<file path="src/rtl/lsu_pkg.sv">
// Shared types for the load/store unit.
// Access-size encoding, FSM states and lane widths.
package lsu_pkg;

    typedef enum logic [1:0] {
        SZ_B = 2'b00,
        SZ_H = 2'b01,
        SZ_W = 2'b10,
        SZ_D = 2'b11
    } size_e;

    typedef enum logic [1:0] {
        S_IDLE   = 2'b00,
        S_ACCESS = 2'b01,
        S_RESP   = 2'b10
    } state_e;

    localparam int BYTE_W  = 8;
    localparam int HALF_W  = 16;
    localparam int WORD_W  = 32;
    localparam int DWORD_W = 64;

endpackage

</file>
<file path="src/rtl/lsu_align.sv">
// Lane steering for the load/store unit.
// Byte enables, store replication, load extraction and extension.
module lsu_align
    import lsu_pkg::*;
#(
    parameter int XLEN = 32,
    parameter int NB   = XLEN / 8,
    parameter int LB   = $clog2(NB)
) (
    input  size_e            size,
    input  logic [LB-1:0]    lane,
    input  logic             uns,
    input  logic [XLEN-1:0]  wdata,
    input  logic [XLEN-1:0]  rdata,
    output logic [NB-1:0]    be,
    output logic [XLEN-1:0]  wdata_rep,
    output logic [XLEN-1:0]  rdata_ext
);

    logic [XLEN-1:0] sh;

    // Bring the addressed lane down to bit 0
    assign sh = rdata >> {lane, 3'b000};

    // Per-size enables, replication and extension
    always_comb begin
        be        = '0;
        wdata_rep = wdata;
        rdata_ext = sh;
        unique case (size)
            SZ_B: begin
                be        = NB'(1) << lane;
                wdata_rep = {(XLEN/BYTE_W){wdata[BYTE_W-1:0]}};
                rdata_ext = uns ? XLEN'(sh[BYTE_W-1:0])
                                : XLEN'($signed(sh[BYTE_W-1:0]));
            end
            SZ_H: begin
                be        = NB'(3) << lane;
                wdata_rep = {(XLEN/HALF_W){wdata[HALF_W-1:0]}};
                rdata_ext = uns ? XLEN'(sh[HALF_W-1:0])
                                : XLEN'($signed(sh[HALF_W-1:0]));
            end
            SZ_W: begin
                be        = NB'(15) << lane;
                wdata_rep = {(XLEN/WORD_W){wdata[WORD_W-1:0]}};
                rdata_ext = uns ? XLEN'(sh[WORD_W-1:0])
                                : XLEN'($signed(sh[WORD_W-1:0]));
            end
            SZ_D: begin
                be        = '1;
                wdata_rep = wdata;
                rdata_ext = sh;
            end
        endcase
    end

endmodule

</file>
<file path="src/rtl/lsu_ctrl.sv">
// Load/store unit controller.
// Accepts one core request, runs one bus access, returns one response.
module lsu_ctrl
    import lsu_pkg::*;
#(
    parameter int XLEN       = 32,
    parameter int ADDR_WIDTH = 32,
    parameter int TIMEOUT    = 255
) (
    input  logic                  clk,
    input  logic                  rst_n,
    input  logic                  req_valid,
    output logic                  req_ready,
    input  logic                  req_we,
    input  logic [1:0]            req_size,
    input  logic                  req_unsigned,
    input  logic [ADDR_WIDTH-1:0] req_addr,
    input  logic [XLEN-1:0]       req_wdata,
    output logic                  rsp_valid,
    output logic [XLEN-1:0]       rsp_rdata,
    output logic                  rsp_err,
    output logic                  stall,
    output logic                  mem_req,
    output logic                  mem_we,
    output logic [ADDR_WIDTH-1:0] mem_addr,
    output logic [XLEN-1:0]       mem_wdata,
    output logic [XLEN/8-1:0]     mem_be,
    input  logic                  mem_ack,
    input  logic [XLEN-1:0]       mem_rdata
);

    localparam int NB = XLEN / 8;
    localparam int LB = $clog2(NB);
    localparam logic [15:0] CNT_LAST = 16'(TIMEOUT - 1);

    state_e                state_q, state_d;
    logic                  we_q;
    size_e                 size_q;
    logic                  uns_q;
    logic [ADDR_WIDTH-1:0] addr_q;
    logic [XLEN-1:0]       wdata_q;
    logic [XLEN-1:0]       rdata_q;
    logic                  err_q;
    logic [15:0]           cnt_q;
    logic                  bad;
    logic                  tmo;
    logic [NB-1:0]         be;
    logic [XLEN-1:0]       wdata_rep;
    logic [XLEN-1:0]       rdata_ext;

    assign tmo = (cnt_q == CNT_LAST);

    // Flag misaligned or unsupported sizes on the incoming request
    always_comb begin
        bad = 1'b0;
        unique case (size_e'(req_size))
            SZ_B: bad = 1'b0;
            SZ_H: bad = req_addr[0];
            SZ_W: bad = |req_addr[1:0];
            SZ_D: bad = (XLEN != 64) || (|req_addr[2:0]);
        endcase
    end

    // FSM state register
    always_ff @(posedge clk) begin
        if (!rst_n) state_q <= S_IDLE;
        else        state_q <= state_d;
    end

    // FSM next state; an ack beats a simultaneous timeout
    always_comb begin
        state_d = state_q;
        unique case (state_q)
            S_IDLE: begin
                if (req_valid) state_d = bad ? S_RESP : S_ACCESS;
            end
            S_ACCESS: begin
                if (mem_ack || tmo) state_d = S_RESP;
            end
            S_RESP:  state_d = S_IDLE;
            default: state_d = S_IDLE;
        endcase
    end

    // Request capture, wait counter and response status
    always_ff @(posedge clk) begin
        if (!rst_n) begin
            we_q    <= 1'b0;
            size_q  <= SZ_B;
            uns_q   <= 1'b0;
            addr_q  <= '0;
            wdata_q <= '0;
            rdata_q <= '0;
            err_q   <= 1'b0;
            cnt_q   <= '0;
        end else if (state_q == S_IDLE && req_valid) begin
            we_q    <= req_we;
            size_q  <= size_e'(req_size);
            uns_q   <= req_unsigned;
            addr_q  <= req_addr;
            wdata_q <= req_wdata;
            err_q   <= bad;
            cnt_q   <= '0;
        end else if (state_q == S_ACCESS) begin
            if (mem_ack) begin
                rdata_q <= mem_rdata;
                err_q   <= 1'b0;
            end else if (tmo) begin
                err_q   <= 1'b1;
            end else begin
                cnt_q   <= cnt_q + 16'd1;
            end
        end
    end

    lsu_align #(
        .XLEN (XLEN)
    ) u_align (
        .size      (size_q),
        .lane      (addr_q[LB-1:0]),
        .uns       (uns_q),
        .wdata     (wdata_q),
        .rdata     (rdata_q),
        .be        (be),
        .wdata_rep (wdata_rep),
        .rdata_ext (rdata_ext)
    );

    // FSM outputs; bus and response fields are zero when not active
    always_comb begin
        req_ready = (state_q == S_IDLE);
        stall     = (state_q != S_IDLE) || req_valid;
        mem_req   = 1'b0;
        mem_we    = 1'b0;
        mem_addr  = '0;
        mem_wdata = '0;
        mem_be    = '0;
        rsp_valid = 1'b0;
        rsp_err   = 1'b0;
        rsp_rdata = '0;
        if (state_q == S_ACCESS) begin
            mem_req   = 1'b1;
            mem_we    = we_q;
            mem_addr  = {addr_q[ADDR_WIDTH-1:LB], {LB{1'b0}}};
            mem_wdata = wdata_rep;
            mem_be    = be;
        end
        if (state_q == S_RESP) begin
            rsp_valid = 1'b1;
            rsp_err   = err_q;
            if (!err_q && !we_q) rsp_rdata = rdata_ext;
        end
    end

endmodule

</file>
<file path="config.mk">
export PLATFORM = sky130hd
export DESIGN_NAME = lsu_ctrl
export DESIGN_NICKNAME = d
export VERILOG_FILES = /design/src/rtl/lsu_pkg.sv /design/src/rtl/lsu_align.sv /design/src/rtl/lsu_ctrl.sv
export SDC_FILE = /design/constraint.sdc
export NUM_CORES = 1
export LEC_CHECK = 0
export CORE_ASPECT_RATIO = 0.75
export CORE_MARGIN = 5
export CORE_UTILIZATION = 45
export CTS_CLUSTER_SIZE = 28
export DETAILED_ROUTE_END_ITERATION = 6
export GPL_ROUTABILITY_DRIVEN = 0
export PLACE_DENSITY = 0.79
export SYNTH_ARGS = -nofsm -noshare
export SYNTH_HDL_FRONTEND = slang
export SYNTH_SLANG_ARGS = --single-unit
</file>
<file path="constraint.sdc">
create_clock -name clk -period 2.3 [get_ports clk]
set_input_delay 0.345 -clock clk [delete_from_list [all_inputs] [get_ports clk]]
set_output_delay 0.345 -clock clk [all_outputs]
set_load 0.02 [all_outputs]
</file>
pins.png
(3 px per µm) Pins as bars across the die edge, other pins in gray.
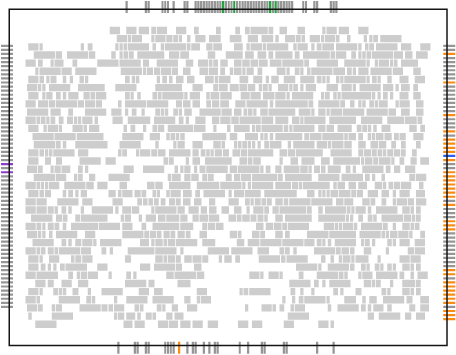
color	port	pins	direction	edge
orange	mem_wdata	32	output	31 right, 1 bottom
green	mem_be	4	output	top
blue	mem_req	1	output	right
purple	req_size	2	input	left
all pins by edge	68 right, 65 left, 52 top, 25 bottom
I/O Buffers: 207
DIE HEIGHT: 112 µm

zoom.png
Region (60, 21) to (85, 46) µm. Cells in gray, sequential cells in the stronger gray; small squares are vias.
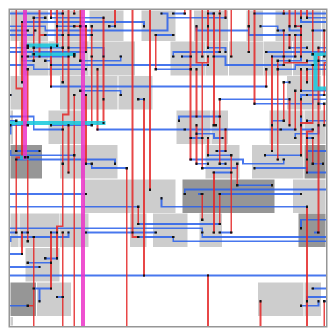
color	layer
blue	met1
cyan	met3
red	met2
magenta	met4
cells with their middle in the window	39
netlist names of flops here include	cnt_q (1)
most frequent	buf_4 (8), nand4_1 (3), o31ai_1 (3)
sequential cells in the window	1

registers.png
(2 px per µm)
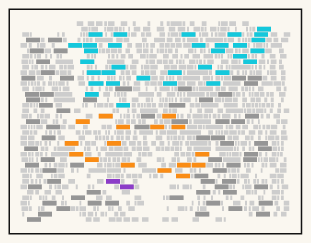
color	signal	placed flops
cyan	rdata_q	32
orange	cnt_q	16
purple	state_q	2
not colored	69
Util after Layout: 68.0%
register area: 2400 µm²
sequential power: 2.24 mW
Seq area share: 25.9%

==> results.sh <==
# yosys + openroad results
export IMPL_ant_nets=0
export IMPL_rr_endpoint="cnt_q[14]"
export IMPL_clockBufferDepth=2
export IMPL_async_flop_share_pct=0
export IMPL_num_nonclk_buffers=258
export IMPL_use_met3_pct=8.50
export IMPL_crit_family="multiplexers"
export IMPL_finalHoldViolCount=0
export IMPL_dieArea_um2=16200
export IMPL_mux_share_pct=4.25
export IMPL_min_delay_start="addr_q[17]"
export IMPL_drv_slew=0
export IMPL_synthAoiAreaFrac_pct=19.5
export IMPL_crit_fanout=12
export IMPL_edf_count=0
export IMPL_logic_gates=644
export IMPL_period_used_pct=100
export IMPL_ios=210
export IMPL_synth_area_um2=6190
export IMPL_antennaDiodeCount=0
export IMPL_critPathKind="reg2out"
export IMPL_grt_pass1_vias=6273
export IMPL_dp_hpwl_um=14900
export IMPL_crit_cells=6
export IMPL_grtUsageMet1_pct=35.5
export IMPL_ys_sh_simple_pct=30.2
export IMPL_ys_seq_share_pct=38.5
export IMPL_max_stage_delay_ns=0.53
export IMPL_place_area_um2=8530
export IMPL_dr_max_layer_used="met4"
export IMPL_min_period_ns=2.31
export IMPL_num_rows=37
export IMPL_busiest_layer="met2"
export IMPL_seqPwrFrac_pct=37.9
export IMPL_internal_power_mw=4.36
export IMPL_sh_comb_area_pct=39.6
export IMPL_cp_startpoint="addr_q[0]"
export IMPL_tap_cells=175
export IMPL_gr_total_overflow=0
export IMPL_wl_met3_um=2310
export IMPL_num_clock_buffers=23
export IMPL_ys_sh_adder_pct=1.42
export IMPL_wirelength_met1_um=9560
export IMPL_status="finished, violations left"
export IMPL_insertion_delay_ns=0.41
export IMPL_fillCellCount=1177
export IMPL_num_vias=6714
export IMPL_maxCapViolCount=0
export IMPL_grt_max_degree=57
export IMPL_swShare_pct=26.3
export IMPL_netlist_logic_family_top="simple AND/OR/NAND/NOR gates"
export IMPL_rsz0062_at_grt="true"
export IMPL_yosys_area_um2=6190
export IMPL_dp_cells=1198
export IMPL_xor_area_share_pct=0
export IMPL_p_clk_share_pct=45.0
export IMPL_start_kind="register"
export IMPL_cts_root_buffer="clkbuf_16"
export IMPL_power_mw=5.91
export IMPL_top_area_cell="dfxtp_1"
export IMPL_area_growth_pct=49.6
export IMPL_hold_depth=2
export IMPL_drc=0
export IMPL_die_w_um=145
export IMPL_drive_above_1_share_pct=19.9
export IMPL_comb_power_share_pct=17.1
export IMPL_crit_end="rsp_rdata[31]"
export IMPL_cp_end_kind="output port"
export IMPL_switchingPower_mw=1.55
export IMPL_grt_antenna_before_repair=0
export IMPL_arrival_ns=1.96
export IMPL_violations="negative setup slack"
export IMPL_seq_cells=119
export IMPL_min_path_type="reg2reg"
export IMPL_cts_tree="built"
export IMPL_reg2reg_from="state_q[0]"
export IMPL_dominant_cells="multi-input combinational cells"
export IMPL_layout_nets=1159
export IMPL_buffer_area_share_pct=25.5
export IMPL_drt_wl_total_um=21400
export IMPL_cts_buffers=17
export IMPL_synthFlopType="dfxtp_1"
export IMPL_dp_slack_ns=-0.150
export IMPL_fin_hold_ws_ns=0.448
export IMPL_path_cells="mux4_2 -> nand2_2 -> a21o_4 -> buf_12 -> a21oi_1 -> buf_4"
export IMPL_avgViaCountPerCell=5.43
export IMPL_track_usage_pct=25.1
export IMPL_cts_htree_levels=4
export IMPL_postSynthAreaPerCell_um2=7.37
export IMPL_worst_slack_ns=-0.00519
export IMPL_yosys_cells=839
export IMPL_grt_pass1_wl_um=33500
export IMPL_cts_sinks=119
export IMPL_first_pass_iters=5
export IMPL_initial_core_util_pct=45.5
export IMPL_core_area_um2=13600
export IMPL_drt_iter0_drc=500
export IMPL_ctsHoldBuffers=0
export IMPL_min_to="addr_q[17]"
export IMPL_vdd_ir_drop_max_uv=630
export IMPL_power_density_nw_per_um2=639
export IMPL_tns_ns=-0.0113
export IMPL_worst_pin_slew_ns=0.535
export IMPL_cp_num_buf_inv=2
export IMPL_p_leak_nw=3.60
export IMPL_n_all_inverters=8
export IMPL_clock_tree_area_fraction_pct=6.30
export IMPL_ys_flops=119
export IMPL_yosys_warnings=0
export IMPL_syn_inst=839
export IMPL_ys_top_cells_by_area="dfxtp_1 (39%), nand2_1 (14%), a21oi_1 (12%)"
export IMPL_worstRegToRegCells=5
export IMPL_clk_pin_slew_ns=0.05
export IMPL_top_cells_by_count="nand2_1 (238), a21oi_1 (147), dfxtp_1 (119)"
export IMPL_final_cells=1236
export IMPL_routedWlPerCell_um=17.3
export IMPL_warnings=33
export IMPL_maxSlewHeadroom_pct=64.2
export IMPL_ctsResizeCount=270
export IMPL_final_cell_area_um2=9260
export IMPL_required_ns=1.96
export IMPL_fmax_mhz=434
export IMPL_dr_wl_met2_um=9120
export IMPL_setup_viol=3
export IMPL_fin_skew_ns=0.00640
export IMPL_ys_types=53
export IMPL_gr_usage_met2_pct=36.4
export IMPL_synth_top_cell_by_count="nand2_1"
export IMPL_lay_top_count="nand2_1"
export IMPL_final_comb_area_um2=3670
export IMPL_crit_path_top_delay_cell="mux4_2"
export IMPL_synth_top_cell_area_share_pct=38.5
export IMPL_lay_top_cells="nand2_1 (237), a21oi_1 (130), dfxtp_1 (114)"
export IMPL_cts_setup_buffers=1
export IMPL_rrSetupSlack_ns=0.42
[power by group through the flow]
stage | logic [mW] | registers (mW) | clock network (mW)
3_5_place_dp | 0.939 | 2.28 | 0
3_3_place_gp | 0.928 | 2.28 | 0
4_1_cts | 0.943 | 2.24 | 2.69
6_report | 1.01 | 2.24 | 2.66
5_1_grt | 1.09 | 2.25 | 2.79
2_1_floorplan | 0.512 | 2.25 | 0
[sequential cells by signal (all words and copies together) (netlist names)]
name / count
uns_q: 1
err_q: 1
state_q: 2
wdata_q: 32
cnt_q: 16
rdata_q: 32
we_q: 1
size_q: 2
addr_q: 32
[worst reg2reg max path, stage by stage (launching register included)]
cell and delay (ns):
dfxtp_1 0.36, buf_4 0.16, nor3b_2 0.29, nand4_1 0.32, or4_1 0.48, a21oi_1 0.20
Power and IR drop assume default switching activity.
